==> src/rtl/pipe_stage_skid_pkg.sv <==
// Shared types for pipe_stage_skid: occupancy states, perf counter width and
// per-stage control bundles whose NOP constants serve as CTRL_BUBBLE values.
package pipe_stage_skid_pkg;

  typedef enum logic [1:0] {
    PS_EMPTY = 2'd0,
    PS_BUSY  = 2'd1,
    PS_FULL  = 2'd2
  } pipe_state_e;

  localparam int PERF_CNT_W = 32;

  typedef enum logic [1:0] {
    WB_NONE = 2'd0,
    WB_ALU  = 2'd1,
    WB_MEM  = 2'd2,
    WB_PC4  = 2'd3
  } wb_sel_e;

  typedef enum logic [3:0] {
    ALUOP_NONE = 4'd0,
    ALUOP_ADD  = 4'd1,
    ALUOP_SUB  = 4'd2,
    ALUOP_AND  = 4'd3,
    ALUOP_OR   = 4'd4,
    ALUOP_XOR  = 4'd5,
    ALUOP_SLT  = 4'd6,
    ALUOP_SLL  = 4'd7,
    ALUOP_SRL  = 4'd8,
    ALUOP_SRA  = 4'd9
  } alu_op_e;

  // IF/ID: only the branch-prediction hint travels as control
  localparam int IFID_CTRL_W = 1;
  localparam int IFID_DATA_W = 64;
  localparam logic [IFID_CTRL_W-1:0] IFID_CTRL_NOP = 1'b0;

  typedef struct packed {
    wb_sel_e    wb_sel;
    alu_op_e    alu_op;
    logic       mem_read;
    logic       mem_write;
    logic       reg_write;
    logic       branch;
    logic       jump;
    logic [4:0] rsvd;
  } idex_ctrl_t;

  localparam int IDEX_CTRL_W = $bits(idex_ctrl_t);
  localparam int IDEX_DATA_W = 192;
  localparam idex_ctrl_t IDEX_CTRL_NOP = '{
    wb_sel: WB_NONE, alu_op: ALUOP_NONE, mem_read: 1'b0, mem_write: 1'b0,
    reg_write: 1'b0, branch: 1'b0, jump: 1'b0, rsvd: 5'd0
  };

  typedef struct packed {
    wb_sel_e    wb_sel;
    logic       mem_read;
    logic       mem_write;
    logic       reg_write;
    logic [2:0] rsvd;
  } exmem_ctrl_t;

  localparam int EXMEM_CTRL_W = $bits(exmem_ctrl_t);
  localparam int EXMEM_DATA_W = 96;
  localparam exmem_ctrl_t EXMEM_CTRL_NOP = '{
    wb_sel: WB_NONE, mem_read: 1'b0, mem_write: 1'b0, reg_write: 1'b0, rsvd: 3'd0
  };

  typedef struct packed {
    wb_sel_e    wb_sel;
    logic       reg_write;
    logic [4:0] rsvd;
  } memwb_ctrl_t;

  localparam int MEMWB_CTRL_W = $bits(memwb_ctrl_t);
  localparam int MEMWB_DATA_W = 96;
  localparam memwb_ctrl_t MEMWB_CTRL_NOP = '{wb_sel: WB_NONE, reg_write: 1'b0, rsvd: 5'd0};

  function automatic logic [1:0] state_occ(pipe_state_e s);
    case (s)
      PS_BUSY: state_occ = 2'd1;
      PS_FULL: state_occ = 2'd2;
      default: state_occ = 2'd0;
    endcase
  endfunction

endpackage

==> src/rtl/pipe_perf_cnt.sv <==
// Saturating stall/bubble counter pair for pipe_stage_skid.
// Only instantiated when PIPE_STAGE_PERF_EN is defined.
module pipe_perf_cnt
  import pipe_stage_skid_pkg::*;
(
  input  logic                  clk,
  input  logic                  rst_n,
  input  logic                  stall_inc,
  input  logic                  bubble_inc,
  output logic [PERF_CNT_W-1:0] stall_cnt_o,
  output logic [PERF_CNT_W-1:0] bubble_cnt_o
);

  always_ff @(posedge clk) begin
    if (!rst_n) begin
      stall_cnt_o  <= '0;
      bubble_cnt_o <= '0;
    end else begin
      if (stall_inc && (stall_cnt_o != '1))
        stall_cnt_o <= stall_cnt_o + PERF_CNT_W'(1);
      if (bubble_inc && (bubble_cnt_o != '1))
        bubble_cnt_o <= bubble_cnt_o + PERF_CNT_W'(1);
    end
  end

endmodule

==> src/rtl/pipe_stage_skid.sv <==
// Generic pipeline-stage register with a 2-entry skid buffer so up_ready_o is a flop.
// Define PIPE_STAGE_PERF_EN to add the perf_stall_o / perf_bubble_o counters.
module pipe_stage_skid
  import pipe_stage_skid_pkg::*;
#(
  parameter int                CTRL_W      = 16,
  parameter int                DATA_W      = 192,
  parameter logic [CTRL_W-1:0] CTRL_BUBBLE = '0,
  parameter bit                CLEAR_DATA  = 1'b1
) (
  input  logic              clk,
  input  logic              rst_n,
  input  logic              flush_i,
  input  logic              up_valid_i,
  output logic              up_ready_o,
  input  logic [CTRL_W-1:0] up_ctrl_i,
  input  logic [DATA_W-1:0] up_data_i,
  output logic              dn_valid_o,
  input  logic              dn_ready_i,
  output logic [CTRL_W-1:0] dn_ctrl_o,
  output logic [DATA_W-1:0] dn_data_o,
  output logic [1:0]        occ_o
`ifdef PIPE_STAGE_PERF_EN
  ,
  output logic [PERF_CNT_W-1:0] perf_stall_o,
  output logic [PERF_CNT_W-1:0] perf_bubble_o
`endif
);

  pipe_state_e       state_q, state_d;
  logic [CTRL_W-1:0] main_ctrl_q, main_ctrl_d, skid_ctrl_q, skid_ctrl_d;
  logic [DATA_W-1:0] main_data_q, main_data_d, skid_data_q, skid_data_d;
  logic              up_ready_q, dn_valid_q;
  logic [1:0]        occ_q;
  logic              up_fire, dn_fire;

  assign up_fire = up_valid_i & up_ready_q;
  assign dn_fire = dn_valid_q & dn_ready_i;

  always_comb begin
    state_d     = state_q;
    main_ctrl_d = main_ctrl_q;
    main_data_d = main_data_q;
    skid_ctrl_d = skid_ctrl_q;
    skid_data_d = skid_data_q;
    if (flush_i) begin
      state_d     = PS_EMPTY;
      main_ctrl_d = CTRL_BUBBLE;
      skid_ctrl_d = CTRL_BUBBLE;
      if (CLEAR_DATA) begin
        main_data_d = '0;
        skid_data_d = '0;
      end
    end else begin
      unique case (state_q)
        PS_EMPTY: begin
          if (up_fire) begin
            main_ctrl_d = up_ctrl_i;
            main_data_d = up_data_i;
            state_d     = PS_BUSY;
          end
        end
        PS_BUSY: begin
          if (up_fire && dn_fire) begin
            main_ctrl_d = up_ctrl_i;
            main_data_d = up_data_i;
          end else if (up_fire) begin
            skid_ctrl_d = up_ctrl_i;
            skid_data_d = up_data_i;
            state_d     = PS_FULL;
          end else if (dn_fire) begin
            main_ctrl_d = CTRL_BUBBLE;
            if (CLEAR_DATA) main_data_d = '0;
            state_d = PS_EMPTY;
          end
        end
        PS_FULL: begin
          // up_ready is low here, so only the downstream side can move
          if (dn_fire) begin
            main_ctrl_d = skid_ctrl_q;
            main_data_d = skid_data_q;
            skid_ctrl_d = CTRL_BUBBLE;
            if (CLEAR_DATA) skid_data_d = '0;
            state_d = PS_BUSY;
          end
        end
        default: state_d = PS_EMPTY;
      endcase
    end
  end

  always_ff @(posedge clk) begin
    if (!rst_n) begin
      state_q     <= PS_EMPTY;
      main_ctrl_q <= CTRL_BUBBLE;
      main_data_q <= '0;
      skid_ctrl_q <= CTRL_BUBBLE;
      skid_data_q <= '0;
      up_ready_q  <= 1'b1;
      dn_valid_q  <= 1'b0;
      occ_q       <= 2'd0;
    end else begin
      state_q     <= state_d;
      main_ctrl_q <= main_ctrl_d;
      main_data_q <= main_data_d;
      skid_ctrl_q <= skid_ctrl_d;
      skid_data_q <= skid_data_d;
      up_ready_q  <= (state_d != PS_FULL);
      dn_valid_q  <= (state_d != PS_EMPTY);
      occ_q       <= state_occ(state_d);
    end
  end

  assign up_ready_o = up_ready_q;
  assign dn_valid_o = dn_valid_q;
  assign dn_ctrl_o  = main_ctrl_q;
  assign dn_data_o  = main_data_q;
  assign occ_o      = occ_q;

`ifdef PIPE_STAGE_PERF_EN
  logic flush_kill;
  // an entry leaving downstream in the flush cycle was consumed, not killed
  assign flush_kill = flush_i & ((state_q == PS_FULL) | ((state_q == PS_BUSY) & ~dn_fire));

  pipe_perf_cnt u_perf (
    .clk          (clk),
    .rst_n        (rst_n),
    .stall_inc    (dn_valid_q & ~dn_ready_i),
    .bubble_inc   (~dn_valid_q | flush_kill),
    .stall_cnt_o  (perf_stall_o),
    .bubble_cnt_o (perf_bubble_o)
  );
`endif

endmodule
==> config.mk <==
export PLATFORM = sky130hd
export DESIGN_NAME = pipe_stage_skid
export DESIGN_NICKNAME = d
export VERILOG_FILES = /design/src/rtl/pipe_stage_skid_pkg.sv /design/src/rtl/pipe_perf_cnt.sv /design/src/rtl/pipe_stage_skid.sv
export SDC_FILE = /design/constraint.sdc
export NUM_CORES = 1
export LEC_CHECK = 0
export CAP_MARGIN = 5
export CORE_MARGIN = 2
export CORE_UTILIZATION = 44
export CTS_BUF_LIST = sky130_fd_sc_hd__clkbuf_4 sky130_fd_sc_hd__clkbuf_8 sky130_fd_sc_hd__clkbuf_16
export CTS_CLUSTER_DIAMETER = 200
export CTS_CLUSTER_SIZE = 8
export DETAILED_ROUTE_END_ITERATION = 10
export PLACE_DENSITY_LB_ADDON = 0.05
export SLEW_MARGIN = 10
export SYNTH_ARGS = -nofsm -noshare
export SYNTH_HDL_FRONTEND = slang
export SYNTH_SLANG_ARGS = --single-unit
==> constraint.sdc <==
create_clock -name clk -period 1.8 [get_ports clk]
set_input_delay 0.18 -clock clk [delete_from_list [all_inputs] [get_ports clk]]
set_output_delay 0.18 -clock clk [all_outputs]
set_load 0.02 [all_outputs]
==> impl_metrics.py <==
# Metrics from the implementation run
metrics = {
    "sta": {
        "fin_ws_ns": -0.3392,
        "slew_headroom_pct": 67.14,
        "finalMaxSlewViolations": 0,
        "setup_viol": 418,
        "hold_viol_final": 0,
        "fin_crit_ns": 2.139,
        "period_used_pct": 118.8,
        "tightestPinTransition_ns": 0.4929,
        "grt_setup_unrepaired": "yes",
        "whs_ns": 0.2583,
        "clock.fmax_ghz": 0.4675,
        "fin_worst_skew_ns": 0.01787,
        "fin_setup_tns_ns": -52.55,
    },
    "cts": {
        "cts_made_buffers": 58,
        "h-tree-depth": 2,
        "cts_tree": "done",
        "cts.clk_slew.worst_paths_ns": 0.05,
        "cts_max_path_buffers": 3,
        "cts_hold_buf": 0,
        "clock_sinks": 422,
        "clock_latency_ns": 0.59,
        "cts_root_buf": "clkbuf_16",
    },
    "grt": {
        "grt_use_met3_pct": 6.761,
        "grt_pass1_vias": 14920,
        "antenna_found_initial": 3,
        "overflow": 0,
        "grt_max_degree": 63,
        "grt_pass1_wl_mm": 82.08,
    },
    "placement": {
        "dpl.cell_count": 2507,
        "dpl.hpwl_mm": 34.59,
        "gp_congestion": 0.8348,
        "place_ws_ns": -0.2429,
        "placedInstanceArea_sq_mm": 0.02200,
        "portBuffers": 424,
    },
    "pwr": {
        "p_leak_nw": 9.285,
        "seq_power_mw": 9.90,
        "power_frac_seq_pct": 40.6,
        "pg_clk_mw": 9.73,
        "power_density_mw_per_mm2": 924.7,
        "pg_comb_mw": 4.78,
        "switching_share_pct": 26.16,
        "max-vdd-ir-drop_v": 0.0008484,
        "power-top-group": "registers",
        "p_comb_share_pct": 19.6,
        "power_frac_clock_pct": 39.9,
        "p_total_mw": 24.40,
        "power_switching_mw": 6.382,
        "intPower_mw": 18.02,
    },
    "finish": {
        "final_cell_mix": "423 x clkdlybuf4s50_1, 420 x dfxtp_1, 416 x nor2_1, 183 x nor3_1, 177 x a22oi_1",
        "lay_top_count": "clkdlybuf4s50_1",
        "stdcell_count": 2645,
        "drive_gt1_share_pct": 23.63,
        "fin_util_pct": 71.90,
        "final_nets": 2390,
        "area_delta_synth_final_pct": 60.40,
        "post-route-cell-area_sq_mm": 0.02639,
    },
    "job": {
        "max-cap-violations": 0,
        "warnings": 33,
    },
    "detailed_routing": {
        "via_count": 15790,
        "ant_nets": 0,
        "first_iter_violations": 990,
        "highest_layer": "met5",
        "viasPerCell": 5.970,
        "met3_length_mm": 4.681,
        "drc": 0,
        "route.met2.wl_mm": 27.93,
        "routed_wl_mm": 59.93,
        "dr.pass1.iters": 5,
        "drt-met1-wl_mm": 25.19,
    },
    "synthesis": {
        "syn_avg_cell_area_sq_um": 9.780,
        "synth-seq-cells": 422,
        "yosys_area_sq_mm": 0.01645,
        "synth.net_count": 1900,
        "synth_warnings": 0,
        "yosys_cells": 1682,
        "syn_inst": 1682,
        "synth_area_sq_mm": 0.01645,
        "postSynthSeqShare_pct": 51.36,
        "yosysUniqueCellTypes": 35,
    },
    "setup_path": {
        "r2r_cells": 9,
        "r2r-start": "state_q[0]",
        "critPathMaxFanout": 8,
        "rrSetupSlack_ns": -0.34,
        "cp.required_ns": 2.25,
        "end_kind": "register",
        "reg2reg_to": "dn_data_o[121]",
        "critical_path.endpoint": "dn_data_o[121]",
        "worst-setup-path-type": "register to register",
        "crit_path_start_kind": "register",
        "arrival_ns": 2.59,
        "critPathLaunch": "state_q[0]",
    },
    "run_status": {
        "violations": "negative setup slack",
        "status": "finished with violations",
    },
    "min_path": {
        "hold_path_end": "skid_data_q[4]",
        "holdPathStages": 3,
        "hp-start": "up_data_i[4]",
        "hold_path.class": "primary input to register",
    },
    "floorplanning": {
        "row_count": 70,
        "core-area_sq_mm": 0.03670,
        "num_io_pins": 425,
        "dieArea_sq_mm": 0.03895,
        "die_x_um": 197.4,
        "initial_core_util_pct": 44.82,
        "die_h_um": 197.4,
    },
}
-- timing repair --
| action | in CTS | in global routing |
|---|---|---|
| buffers inserted | 1 | 34 |
| setup endpoints to repair | 399 | 429 |
| endpoints found under the hold margin | 0 | 0 |
| resized | 11 | 236 |
| pin swaps | 1 | 87 |
| cloned | 0 | 40 |
-- cells in the mapped netlist, drive strengths merged --
library cell  instances  area share (%)
a211o                 1           0.053
a211oi                1           0.046
a21boi                1           0.046
a21oi                 1           0.030
a221oi              208              16
a22oi               208             9.5
a2bb2oi               2            0.11
a31oi                 1           0.076
a32oi                 1           0.053
and2                  2           0.076
and3                  2           0.076
buf                 101             4.1
clkbuf               84             2.0
dfxtp               422              51
ha                    5            0.38
inv                   3           0.068
maj3                  1           0.061
nand2                 1           0.023
nand2b                1           0.038
nand3                 1           0.030
nor2                416             9.5
nor2b                 1           0.038
nor3                211             6.4
nor4b                 2            0.11
o21a                  1           0.046
o21ai                 1           0.030
or3                   1           0.038
or4b                  1           0.061
xor2                  1           0.053
-- cell families after synthesis --
group	after synthesis	synth area share, %
AND/OR/NAND/NOR	639	16.40
AND-OR/OR-AND	426	25.62
flip-flops	422	51.36
adder cells (fa/ha/maj)	6	0.4412
buffers and inverters	188	6.131
XOR/XNOR	1	0.05325
-- final cells by class --
type | instances | area, sq um
tap | 468 | 585.6
multi-input combinational | 1072 | 8366
timing repair buffer | 615 | 7410
clock buffer | 63 | 1548
fill | 2624 | 10310
antenna | 2 | 5.005
inverter | 3 | 16.27
sequential | 422 | 8456
-- worst max-delay path: stages (launching register included) --
cell and delay [ns]:
dfxtp_4 0.39, inv_4 0.05, ha_4 0.18, a2bb2oi_2 0.17, or3_4 0.40, buf_16 0.19, buf_12 0.16, buf_12 0.14
a221oi_2 0.23, nor3_1 0.10
Figure 1. Signal wires on met1.
Bar = 50 um. Supply wires on this layer in gray.
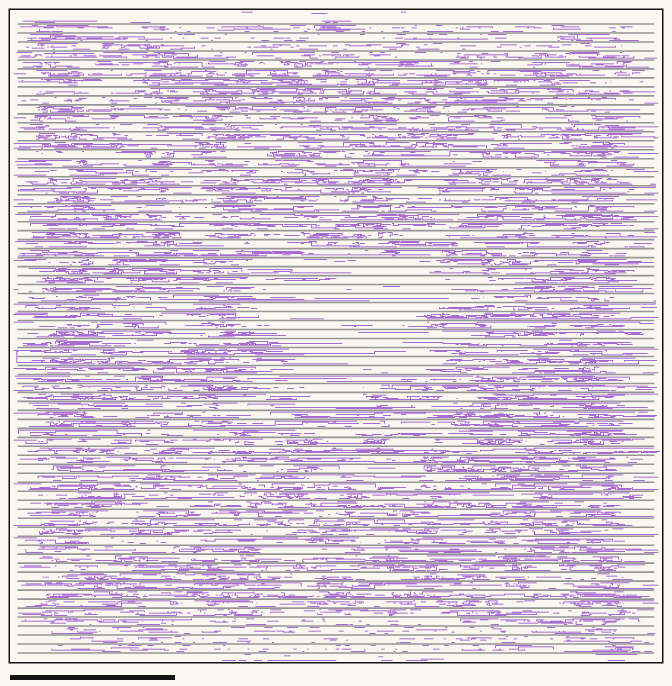
longest straight run: 66.7 um
nets with wire on the layer: 2202
share of all routed wire: 42%
wire length on this layer: 25.2 mm
main direction: horizontal

Figure 2. Metal 2.
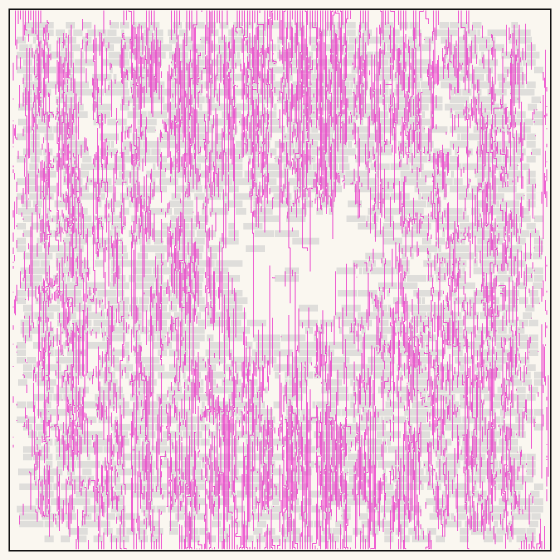
nets with wire on the layer: 2113
share of all routed wire: 47%
main direction: vertical

Figure 3. Signal wires on met3.
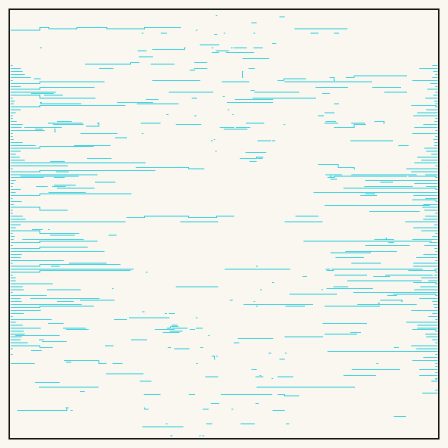
share of all routed wire: 7.8%
nets with wire on the layer: 353
longest straight run: 61.9 um
wire length on this layer: 4680 um

Figure 4. M4 wires.
Bar = 50 um. Supply wires on this layer in gray.
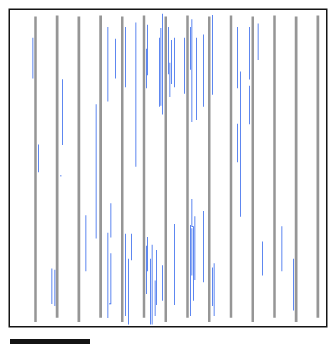
longest straight run: 90.4 um
main direction: vertical
nets with wire on the layer: 49
share of all routed wire: 3.5%
wire length on this layer: 2120 um

Figure 5. Congestion heat map.
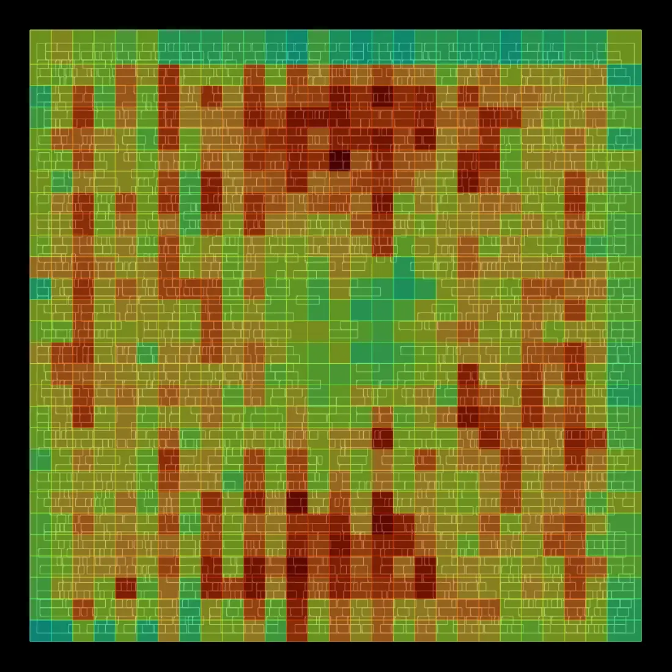
DR WL/cell: 22.66 um
Tot GR Track Use: 26.24%
met2 Usage GRT: 41.26%
global-route met1 utilization: 34.44%
Top Usage Layer GRT: met2

Power figures rest on the tool's default switching activity, not on a simulated workload.
